### config.mk
export PLATFORM = sky130hd
export DESIGN_NAME = snake_sound_sequencer
export DESIGN_NICKNAME = d
export VERILOG_FILES = /design/src/rtl/snake_sound_pkg.sv /design/src/rtl/snake_sound_rom.sv /design/src/rtl/snake_sound_sequencer.sv
export SDC_FILE = /design/constraint.sdc
export NUM_CORES = 1
export LEC_CHECK = 0
export ABC_CLOCK_PERIOD_IN_PS = 2900
export CAP_MARGIN = 20
export CORE_ASPECT_RATIO = 1.5
export CORE_MARGIN = 2
export CORE_UTILIZATION = 56
export CTS_CLUSTER_SIZE = 40
export DETAILED_ROUTE_END_ITERATION = 16
export PLACE_DENSITY = 0.77
export SYNTH_ARGS = -nofsm -noshare
export SYNTH_HDL_FRONTEND = slang
export SYNTH_SLANG_ARGS = --single-unit
### constraint.sdc
create_clock -name clk -period 2.9 [get_ports clk]
set_clock_uncertainty 0.05 [all_clocks]
set_input_delay 0.29 -clock clk [delete_from_list [all_inputs] [get_ports clk]]
set_output_delay 0.29 -clock clk [all_outputs]
set_load 0.005 [all_outputs]
### src/rtl/snake_sound_pkg.sv
// Shared types for the snake sound path.
// MODE_TYPES : oscillator on/off state (also used by the oscillator).
// SOUND_T    : sound event id; the numeric value is the priority.
// seq_state_t: sequencer FSM states.
package snake_sound_pkg;

  typedef enum logic {
    OFF = 1'b0,
    ON  = 1'b1
  } MODE_TYPES;

  typedef enum logic [1:0] {
    NONE  = 2'd0,
    EAT   = 2'd1,
    WIN   = 2'd2,
    CRASH = 2'd3
  } SOUND_T;

  typedef enum logic [1:0] {
    IDLE = 2'd0,
    PLAY = 2'd1,
    GAP  = 2'd2
  } seq_state_t;

  localparam int MAX_NOTES = 4;
  localparam int IDX_W     = $clog2(MAX_NOTES);

endpackage

### src/rtl/snake_sound_rom.sv
// Melody ROM: note table for each sound, {frequency in Hz, duration in units}.
// Ports:
//   id_i   - melody selector
//   idx_i  - note index within the melody
//   freq_o - note frequency (never 0)
//   dur_o  - note duration in units
//   last_o - this is the final note of the melody
// Unused id/index combinations return a short safe note marked last.
module snake_sound_rom
  import snake_sound_pkg::*;
#(
  parameter int DUR_W = 5
) (
  input  SOUND_T           id_i,
  input  logic [IDX_W-1:0] idx_i,
  output logic [8:0]       freq_o,
  output logic [DUR_W-1:0] dur_o,
  output logic             last_o
);

  // Note lookup; defaults form the fallback note.
  always_comb begin
    freq_o = 9'd262;
    dur_o  = DUR_W'(1);
    last_o = 1'b1;
    case (id_i)
      EAT: begin
        case (idx_i)
          2'd0:    begin freq_o = 9'd392; dur_o = DUR_W'(5);  last_o = 1'b0; end
          2'd1:    begin freq_o = 9'd523; dur_o = DUR_W'(5);  last_o = 1'b1; end
          default: begin freq_o = 9'd262; dur_o = DUR_W'(1);  last_o = 1'b1; end
        endcase
      end
      WIN: begin
        case (idx_i)
          2'd0:    begin freq_o = 9'd262; dur_o = DUR_W'(8);  last_o = 1'b0; end
          2'd1:    begin freq_o = 9'd330; dur_o = DUR_W'(8);  last_o = 1'b0; end
          2'd2:    begin freq_o = 9'd392; dur_o = DUR_W'(8);  last_o = 1'b0; end
          2'd3:    begin freq_o = 9'd523; dur_o = DUR_W'(16); last_o = 1'b1; end
          default: begin freq_o = 9'd262; dur_o = DUR_W'(1);  last_o = 1'b1; end
        endcase
      end
      CRASH: begin
        case (idx_i)
          2'd0:    begin freq_o = 9'd220; dur_o = DUR_W'(10); last_o = 1'b0; end
          2'd1:    begin freq_o = 9'd196; dur_o = DUR_W'(10); last_o = 1'b0; end
          2'd2:    begin freq_o = 9'd165; dur_o = DUR_W'(20); last_o = 1'b1; end
          default: begin freq_o = 9'd262; dur_o = DUR_W'(1);  last_o = 1'b1; end
        endcase
      end
      default: begin
        freq_o = 9'd262;
        dur_o  = DUR_W'(1);
        last_o = 1'b1;
      end
    endcase
  end

endmodule

### src/rtl/snake_sound_sequencer.sv
// Snake game sound sequencer: arbitrates eat/win/crash requests by fixed
// priority and plays the chosen melody note by note on the tone oscillator.
// Ports:
//   clk, nRst          - clock, asynchronous active-low reset
//   req_eat/win/crash  - one-cycle sound requests from the game FSM
//   mute               - suppresses playSound only
//   freq, mode         - oscillator frequency and on/off state
//   playSound          - oscillator enable
//   busy, cur_sound    - melody in progress and which one
//   done               - one-cycle pulse when a melody finishes naturally
module snake_sound_sequencer
  import snake_sound_pkg::*;
#(
  parameter int TICK_DIV = 100000,
  parameter int DUR_W    = 5
) (
  input  logic       clk,
  input  logic       nRst,
  input  logic       req_eat,
  input  logic       req_win,
  input  logic       req_crash,
  input  logic       mute,
  output logic [8:0] freq,
  output MODE_TYPES  mode,
  output logic       playSound,
  output logic       busy,
  output SOUND_T     cur_sound,
  output logic       done
);

  localparam int PRE_W = $clog2(TICK_DIV);
  localparam logic [PRE_W-1:0] TICK_LAST = PRE_W'(TICK_DIV - 1);

  seq_state_t       state_q, state_d;
  SOUND_T           sound_q, sound_d;
  logic [IDX_W-1:0] idx_q, idx_d;
  logic [PRE_W-1:0] pre_q, pre_d;
  logic [DUR_W-1:0] unit_q, unit_d;
  logic [DUR_W-1:0] dur_q;
  logic             last_q;
  logic [8:0]       freq_q, freq_d;
  MODE_TYPES        mode_q, mode_d;
  logic             play_q, play_d;
  logic             busy_q, busy_d;
  logic             done_q, done_d;

  SOUND_T           req_s;
  logic             preempt_s;
  logic [8:0]       rom_freq_s;
  logic [DUR_W-1:0] rom_dur_s;
  logic             rom_last_s;

  // Fixed-priority request encoding; the enum value is the priority.
  always_comb begin
    if (req_crash) begin
      req_s = CRASH;
    end else if (req_win) begin
      req_s = WIN;
    end else if (req_eat) begin
      req_s = EAT;
    end else begin
      req_s = NONE;
    end
  end

  // In IDLE cur_sound is NONE, so a start is just a preemption of nothing.
  assign preempt_s = (req_s > sound_q);

  // The ROM reads the next note so freq/dur/last register alongside it.
  snake_sound_rom #(.DUR_W(DUR_W)) u_rom (
    .id_i   (sound_d),
    .idx_i  (idx_d),
    .freq_o (rom_freq_s),
    .dur_o  (rom_dur_s),
    .last_o (rom_last_s)
  );

  // Next-state, counter and output decode.
  always_comb begin
    state_d = state_q;
    sound_d = sound_q;
    idx_d   = idx_q;
    pre_d   = pre_q;
    unit_d  = unit_q;
    done_d  = 1'b0;
    if (preempt_s) begin
      state_d = PLAY;
      sound_d = req_s;
      idx_d   = '0;
      pre_d   = '0;
      unit_d  = '0;
    end else begin
      case (state_q)
        IDLE: begin
          sound_d = NONE;
        end
        PLAY: begin
          if (pre_q == TICK_LAST) begin
            pre_d = '0;
            // Expiry is checked before incrementing, so unit_q never wraps.
            if (unit_q == (dur_q - DUR_W'(1))) begin
              unit_d = '0;
              if (last_q) begin
                state_d = IDLE;
                sound_d = NONE;
                idx_d   = '0;
                done_d  = 1'b1;
              end else begin
                state_d = GAP;
              end
            end else begin
              unit_d = unit_q + DUR_W'(1);
            end
          end else begin
            pre_d = pre_q + PRE_W'(1);
          end
        end
        GAP: begin
          if (pre_q == TICK_LAST) begin
            pre_d   = '0;
            state_d = PLAY;
            idx_d   = idx_q + IDX_W'(1);
          end else begin
            pre_d = pre_q + PRE_W'(1);
          end
        end
        default: begin
          state_d = IDLE;
          sound_d = NONE;
          idx_d   = '0;
          pre_d   = '0;
          unit_d  = '0;
        end
      endcase
    end

    // GAP keeps the note's frequency; only IDLE returns freq to 0.
    if (state_d == IDLE) begin
      freq_d = 9'd0;
    end else begin
      freq_d = rom_freq_s;
    end
    if (state_d == PLAY) begin
      mode_d = ON;
      play_d = 1'b1;
    end else begin
      mode_d = OFF;
      play_d = 1'b0;
    end
    busy_d = (state_d != IDLE);
  end

  // State, counters and registered outputs.
  always_ff @(posedge clk or negedge nRst) begin
    if (!nRst) begin
      state_q <= IDLE;
      sound_q <= NONE;
      idx_q   <= '0;
      pre_q   <= '0;
      unit_q  <= '0;
      dur_q   <= '0;
      last_q  <= 1'b0;
      freq_q  <= 9'd0;
      mode_q  <= OFF;
      play_q  <= 1'b0;
      busy_q  <= 1'b0;
      done_q  <= 1'b0;
    end else begin
      state_q <= state_d;
      sound_q <= sound_d;
      idx_q   <= idx_d;
      pre_q   <= pre_d;
      unit_q  <= unit_d;
      dur_q   <= rom_dur_s;
      last_q  <= rom_last_s;
      freq_q  <= freq_d;
      mode_q  <= mode_d;
      play_q  <= play_d;
      busy_q  <= busy_d;
      done_q  <= done_d;
    end
  end

  assign freq      = freq_q;
  assign mode      = mode_q;
  assign playSound = play_q & ~mute;
  assign busy      = busy_q;
  assign cur_sound = sound_q;
  assign done      = done_q;

endmodule

==> results.sh, run 1 <==
# flow metrics
export IMPL_flops=46
export IMPL_fp_util=0.570
export IMPL_worst_ep_required_time_ns=3.04
export IMPL_ctsHoldBuffers=0
export IMPL_cts_sinks=46
export IMPL_xor_area_frac=0.0570
export IMPL_ys_area_um2=2550
export IMPL_ctsResizeCount=0
export IMPL_yosysTopAreaCell="dfrtp_1"
export IMPL_adder_share=0.0442
export IMPL_yosys_cell_count_top_type="dfrtp_1"
export IMPL_warnings=29
export IMPL_cts_setup_buffers=0
export IMPL_period_minus_slack_ns=2.70
export IMPL_cap_viol_max_count=0
export IMPL_grt_pass1_vias=2064
export IMPL_n_clock_buffer=7
export IMPL_crit_cells=11
export IMPL_cp_end_kind="register"
export IMPL_comb_cells=200
export IMPL_clkTransAtPathRegs_ns=0.08
export IMPL_seqPwrFrac=0.331
export IMPL_power_density_nw_per_um2=853
export IMPL_final_clk_cell_share=0.0301
export IMPL_pwr_share_comb=0.516
export IMPL_met2_wirelength_mm=3.12
export IMPL_critPathMaxStageDelay_ns=0.42
export IMPL_die_w_um=59.1
export IMPL_clock_latency_ns=0.29
export IMPL_portBuffers=20
export IMPL_mostFrequentLayoutCell="dfrtp_1"
export IMPL_h_tree_depth=2
export IMPL_combGateArea_um2=1310
export IMPL_place_congestion=0.830
export IMPL_synthMuxAreaShare=0.0133
export IMPL_pin_count=21
export IMPL_die_area_um2=5120
export IMPL_ys_seq_share=0.452
export IMPL_worstPathBufferInverterCount=1
export IMPL_cp_max_fo=5
export IMPL_static_leakage_power_nw=1.38
export IMPL_top_layer="met4"
export IMPL_postSynthCellCount=270
export IMPL_grt_pass1_wl_mm=9.27
export IMPL_syn_cell_area_um2=2550
export IMPL_ys_ff=46
export IMPL_yosys_area_share_aoi=0.164
export IMPL_via_per_inst=5.93
export IMPL_start_kind="primary input"
export IMPL_run_status="finished clean"
export IMPL_cts_tree="yes"
export IMPL_top_cells_by_count="46 x dfrtp_1, 26 x nand2_1, 24 x nor2_1"
export IMPL_wl_met1_mm=2.08
export IMPL_yosysWarnings=0
export IMPL_intPower_w=0.00161
export IMPL_ys_cells=270
export IMPL_reg2reg_depth=11
export IMPL_syn_avg_cell_area_um2=9.43
export IMPL_synthArstFlopShare=1.00
export IMPL_dr_pass1_iters=5
export IMPL_power_w=0.00259
export IMPL_crit_chain="clkdlybuf4s50_1 -> or2_2 -> ha_1 -> nor2b_2 -> o21ai_2 -> and2_2 -> nand3_1 -> o21a_4 -> nor2_2 -> a32oi_1 -> a2111oi_2"
export IMPL_arrival_ns=2.84
export IMPL_crit_slowest_cell="clkdlybuf4s50_1"
export IMPL_die_h_um=86.6
export IMPL_swShare=0.378
export IMPL_setup_viol=0
export IMPL_root_buffer="clkbuf_8"
export IMPL_syn2layout_area_growth_pct=19.2
export IMPL_core_area_um2=4470
export IMPL_ff2ff_setup_slack_ns=0.29
export IMPL_overflow=0
export IMPL_dp_slack_ns=-0.214
export IMPL_dp_hpwl_mm=4.16
export IMPL_buf_share=0.121
export IMPL_path_delay_family="simple AND/OR/NAND/NOR gates"
export IMPL_dr_first_iter_drc_count=66
export IMPL_tightestPinTransition_ns=0.376
export IMPL_fmax_mhz=370
export IMPL_route_met3_wl_um=157
export IMPL_logic_family="simple AND/OR/NAND/NOR gates"
export IMPL_clk_path_buf_depth=2
export IMPL_fill_cells=360
export IMPL_topCellsByArea="dfrtp_1 45%, ha_1 4.4%, nand3_1 3.9%"
export IMPL_switchingPower_w=0.000978
export IMPL_taps=48
export IMPL_synth_cell_type_count=56
export IMPL_postRouteAntennaNets=0
==> run 1: power groups by stage <==
stage	Clock [W]	Combinational, W	Sequential [W]
CTS	0.000408	0.00131	0.000856
floorplan	0	0.000790	0.000856
detailed placement	0	0.00131	0.000865
global placement	0	0.00126	0.000863
global route	0.000433	0.00146	0.000870
finish	0.000397	0.00134	0.000858
==> run 1: kinds of logic after synthesis <==
family | count (synthesis)
DFF | 46
muxes | 3
buffers and inverters | 24
adders and majority gates | 9
xor gates and xnor gates | 15
AOI/OAI and AO/OA | 61
and+or+nand+nor | 112
==> run 1: state kept, by name, summed over array words and instances, names as in the netlist <==
| signal | flops |
|---|---|
| unit_q | 5 |
| play_q | 1 |
| last_q | 1 |
| state_q | 2 |
| busy | 1 |
| freq | 9 |
| cur_sound | 2 |
| dur_q | 5 |
| idx_q | 2 |
| pre_q | 17 |
| done | 1 |
==> run 1: through the flow <==
stage / utilization / hold slack (ns) / cell area, um^2 / setup TNS, ns / std cells
final: 0.680 / 0.362 / 3040 / 0 / 357
after global routing: 0.680 / 0.388 / 3040 / 0 / 357
after CTS: 0.670 / 0.139 / 2990 / 0 / 355
after detailed placement: 0.650 / 0.465 / 2900 / -0.929 / 347
after global placement: 0.650 / 0.458 / 2900 / -0.101 / 347
after floorplan: - / -0.0556 / 2550 / 0 / 270
==> run 1: worst min path at each step <==
stage,slack (ns),cells past startpoint,start,to
final,0.36,2,nRst,pre_q[1]$_DFFE_PN0P_
after global routing,0.39,2,nRst,state_q[0]$_DFF_PN0_
after CTS,0.14,1,nRst,pre_q[1]$_DFFE_PN0P_
after detailed placement,0.46,1,nRst,pre_q[1]$_DFFE_PN0P_
after global placement,0.46,1,nRst,pre_q[2]$_DFFE_PN0P_
after floorplan,-0.06,0,nRst,busy$_DFF_PN0_
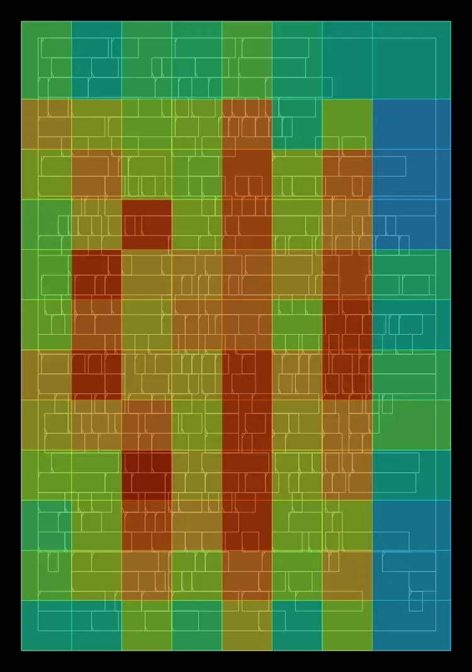
Run 1: congestion heat map
met2 usage: 0.458
met1 Usage GRT: 0.244
WL per Instance: 15.4 um
Global Route met3 Usage: 0.0448

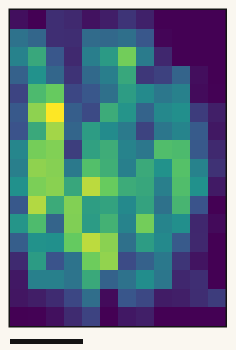
Run 1: signal metal coverage by tile
The bar under the picture is 20 um long. The die is cut into 12 by 17 equal tiles; dark purple is low, yellow is high, scaled to the fullest tile. Values are wire area over tile area, all layers added.
29% of the tiles are over half the peak. The fullest tile reaches 0.48. The densest ninth of the die: left middle.
All-Layer GR Usage: 0.241
via count: 2117
Total Wirelength: 5.51 mm

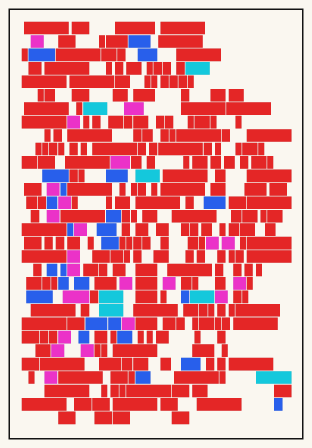
Run 1: cells by drive strength
Key: drive 3 to 4 = magenta [cells 22, most used buf_4]; drive 1 or less = red [cells 255, most used dfrtp_1]; drive 6 and up = cyan [cells 7, most used clkbuf_8]; drive 2 = blue [cells 25]
worst setup slack after layout: 0.200 ns
post-route cell area: 3040 um^2

## Run 2: what changed since run 1
--- a/config.mk
+++ b/config.mk
@@ -5,7 +5,7 @@
 export SDC_FILE = /design/constraint.sdc
 export NUM_CORES = 1
 export LEC_CHECK = 0
-export ABC_CLOCK_PERIOD_IN_PS = 2900
+export ABC_CLOCK_PERIOD_IN_PS = 3100
 export CAP_MARGIN = 20
 export CORE_ASPECT_RATIO = 1.5
 export CORE_MARGIN = 2
@@ -13,6 +13,7 @@
 export CTS_CLUSTER_SIZE = 40
 export DETAILED_ROUTE_END_ITERATION = 16
 export PLACE_DENSITY = 0.77
+export SETUP_SLACK_MARGIN = 0.2
 export SYNTH_ARGS = -nofsm -noshare
 export SYNTH_HDL_FRONTEND = slang
 export SYNTH_SLANG_ARGS = --single-unit
==> constraint.sdc (replaced) <==
create_clock -name clk -period 3.1 [get_ports clk]
set_clock_uncertainty 0.05 [all_clocks]
set_input_delay 0.31 -clock clk [delete_from_list [all_inputs] [get_ports clk]]
set_output_delay 0.31 -clock clk [all_outputs]
set_load 0.1 [all_outputs]
==> results.sh, run 2 <==
# flow metrics
export IMPL_run_status="finished clean"
export IMPL_yosys_cell_count_top_type="dfrtp_1"
export IMPL_ys_ff=46
export IMPL_yosysTopAreaCell="dfrtp_1"
export IMPL_vdd_ir_drop_worst_mv=0.703
export IMPL_dp_cells=335
export IMPL_h_tree_depth=2
export IMPL_top_layer="met4"
export IMPL_start_kind="primary input"
export IMPL_synthArstFlopShare=1.00
export IMPL_worstSetupPathType="in2reg"
export IMPL_clk_path_buf_depth=2
export IMPL_crit_slowest_cell="clkdlybuf4s50_1"
export IMPL_die_h_um=86.6
export IMPL_arrival_ns=2.90
export IMPL_crit_chain="clkdlybuf4s50_1 -> or2_2 -> ha_1 -> nor2b_2 -> o21ai_1 -> and2_4 -> nand3_1 -> o21a_4 -> nor2_2 -> a32oi_1 -> a2111oi_2"
export IMPL_ctsHoldBuffers=0
export IMPL_swShare=0.474
export IMPL_fp_util=0.570
export IMPL_static_leakage_power_nw=1.33
export IMPL_combGateArea_um2=1310
export IMPL_syn2layout_area_growth_pct=15.9
export IMPL_worst_ep_required_time_ns=3.25
export IMPL_ctsResizeCount=0
export IMPL_use_met3=0.0448
export IMPL_drive_above_1_share=0.155
export IMPL_dpl_cell_area_um2=2810
export IMPL_grt_setup_unrepaired="no"
export IMPL_routed_wl_mm=5.37
export IMPL_worstPathBufferInverterCount=1
export IMPL_die_area_um2=5120
export IMPL_wl_met1_mm=2.06
export IMPL_synth_edff_count=0
export IMPL_ys_seq_share=0.452
export IMPL_use_met2=0.428
export IMPL_clockPowerShare=0.147
export IMPL_grt_pass1_wl_mm=9.02
export IMPL_pwr_share_comb=0.562
export IMPL_cts_tree="yes"
export IMPL_synth_cell_type_count=56
export IMPL_syn_cell_area_um2=2550
export IMPL_root_buffer="clkbuf_8"
export IMPL_cts_sinks=46
export IMPL_synthFlopType="dfrtp_1"
export IMPL_synth_top_area_share=0.452
export IMPL_mostFrequentLayoutCell="dfrtp_1"
export IMPL_path_delay_family="AND-OR/OR-AND gates"
export IMPL_cap_viol_max_count=0
export IMPL_place_congestion=0.828
export IMPL_clock_latency_ns=0.30
export IMPL_grt_start_max_net_pins=47
export IMPL_dr_total_vias=2046
export IMPL_largest_register_ffs=17
export IMPL_final_layout_top_logic_cells="45 x dfrtp_1, 26 x nand2_1, 24 x nor2_1, 20 x nand3_1, 16 x clkdlybuf4s50_1"
export IMPL_dr_first_iter_drc_count=69
export IMPL_setup_tns_ns=0
export IMPL_pin_count=21
export IMPL_setup_viol=0
export IMPL_final_cell_area_um2=2950
export IMPL_postRouteAntennaNets=0
export IMPL_grt_pass1_vias=2049
export IMPL_critPathMaxStageDelay_ns=0.43
export IMPL_final_cell_count_no_fill=345
export IMPL_grt_busiest_layer="met2"
export IMPL_seqPwrFrac=0.290
export IMPL_cts_buffers=5
export IMPL_antenna_found_initial=0
export IMPL_period_minus_slack_ns=2.76
export IMPL_insertedDiodeCount=0
export IMPL_holdWs_ns=0.423
export IMPL_finalWorstSetupSlack_ns=0.344
export IMPL_clkTransAtPathRegs_ns=0.09
export IMPL_met2_wirelength_mm=3.04
export IMPL_syn_avg_cell_area_um2=9.43
export IMPL_power_w=0.00276
export IMPL_overflow=0
export IMPL_cts_setup_buffers=0
export IMPL_core_area_um2=4470
export IMPL_postSynthCellCount=270
export IMPL_fin_crit_sh=0.889
export IMPL_slew_headroom=0.345
export IMPL_route_met3_wl_um=107
export IMPL_via_per_inst=5.93
export IMPL_dr_pass1_iters=4
export IMPL_met1_usage=0.239
export IMPL_topCellsByArea="dfrtp_1 45%, ha_1 4.4%, nand3_1 3.9%"
export IMPL_switchingPower_w=0.00131
export IMPL_top_cells_by_count="46 x dfrtp_1, 26 x nand2_1, 24 x nor2_1"
export IMPL_intPower_w=0.00145
export IMPL_die_w_um=59.1
export IMPL_dp_slack_ns=-0.0971
export IMPL_max_flop_register="pre_q"
export IMPL_layout_nets=311
export IMPL_ys_cells=270
export IMPL_power_density_nw_per_um2=936
export IMPL_ys_area_um2=2550
export IMPL_syn_num_nets=285
export IMPL_slew_violations=0
export IMPL_regArea_um2=1150
export IMPL_rows=30
export IMPL_hold_viol_final=0
export IMPL_routedWlPerCell_um=15.6
export IMPL_hp_class="in2async"
export IMPL_yosysWarnings=0
export IMPL_dp_hpwl_mm=4.02
export IMPL_fmax_mhz=363
export IMPL_drc=0
export IMPL_cp_max_fo=7
export IMPL_cp_end_kind="register"
export IMPL_fill_cells=353
export IMPL_tightestPinTransition_ns=0.979
export IMPL_warnings=29
export IMPL_portBuffers=20
-- run 2: cell types whose count changed in the layout (fill, tap and decap cells not counted), sizes merged --
cell | before | now
buf | 21 | 12
clkdlybuf4s50 | 19 | 16
-- run 2: final timing paths --
check | from | end | slack [ns] | cells after the start
worst min register to register | pre_q[3]$_DFFE_PN0P_ | pre_q[3]$_DFFE_PN0P_ | 0.47 | 1
worst max-delay path | req_crash | freq[0]$_DFF_PN0_ | 0.34 | 11
worst min-delay path | nRst | pre_q[1]$_DFFE_PN0P_ | 0.42 | 2
worst max register to register | dur_q[0]$_DFF_PN0_ | freq[2]$_DFF_PN0_ | 0.46 | 10
min in group clk | pre_q[3]$_DFFE_PN0P_ | pre_q[3]$_DFFE_PN0P_ | 0.47 | 1
max in group asynchronous | nRst | dur_q[3]$_DFF_PN0_ | 2.09 | 3
-- run 2: cells by family after synthesis --
family / after synthesis / synth area share
xor gates and xnor gates: 15 / 0.0570
muxes: 3 / 0.0133
buffers and inverters: 24 / 0.0378
and+or+nand+nor: 112 / 0.232
AOI/OAI and AO/OA: 61 / 0.164
adders and majority gates: 9 / 0.0442
DFF: 46 / 0.452
-- run 2: layout make-up --
cell class / instances / share of cell area
multi-input cells: 200 / 0.444
flip-flops and latches: 46 / 0.390
repair buffers: 29 / 0.0916
clock buffers: 7 / 0.0326
well taps: 48 / 0.0203
inverters: 14 / 0.0178
clock inverters: 1 / 0.00297
-- run 2: power groups by stage --
stage | clock [W] | combinational, W | sequential (W)
after floorplan | 0 | 0.000744 | 0.00120
after global placement | 0 | 0.00149 | 0.000809
after detailed placement | 0 | 0.00153 | 0.000809
after CTS | 0.000418 | 0.00153 | 0.000798
after global routing | 0.000442 | 0.00167 | 0.000815
final | 0.000407 | 0.00155 | 0.000802
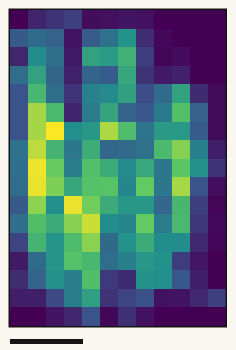
Run 2: signal metal coverage by tile
The bar under the picture is 20 um long. The die is cut into 12 by 17 equal tiles; dark purple is low, yellow is high, scaled to the fullest tile. Values are wire area over tile area, all layers added.
12% of the tiles are nearly empty. The densest ninth of the die: left middle. 33% of the tiles are over half the peak.

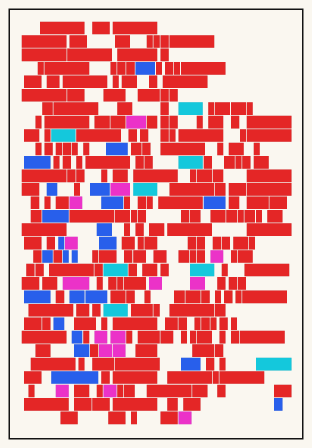
Run 2: cells by drive strength
Key: drive 3 to 4 = magenta [cells 15, most used buf_4]; drive 1 or less = red [cells 251, most used dfrtp_1]; drive 2 = blue [cells 23]; drive 6 and up = cyan [cells 8, most used clkbuf_8]

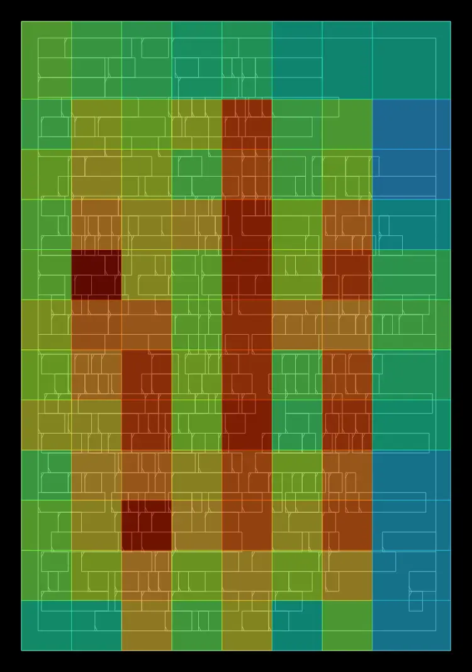
Run 2: congestion heat map
All-Layer GR Usage: 0.229
final core occ: 0.661

No activity file was given, so power comes from the tool's default toggle rates.
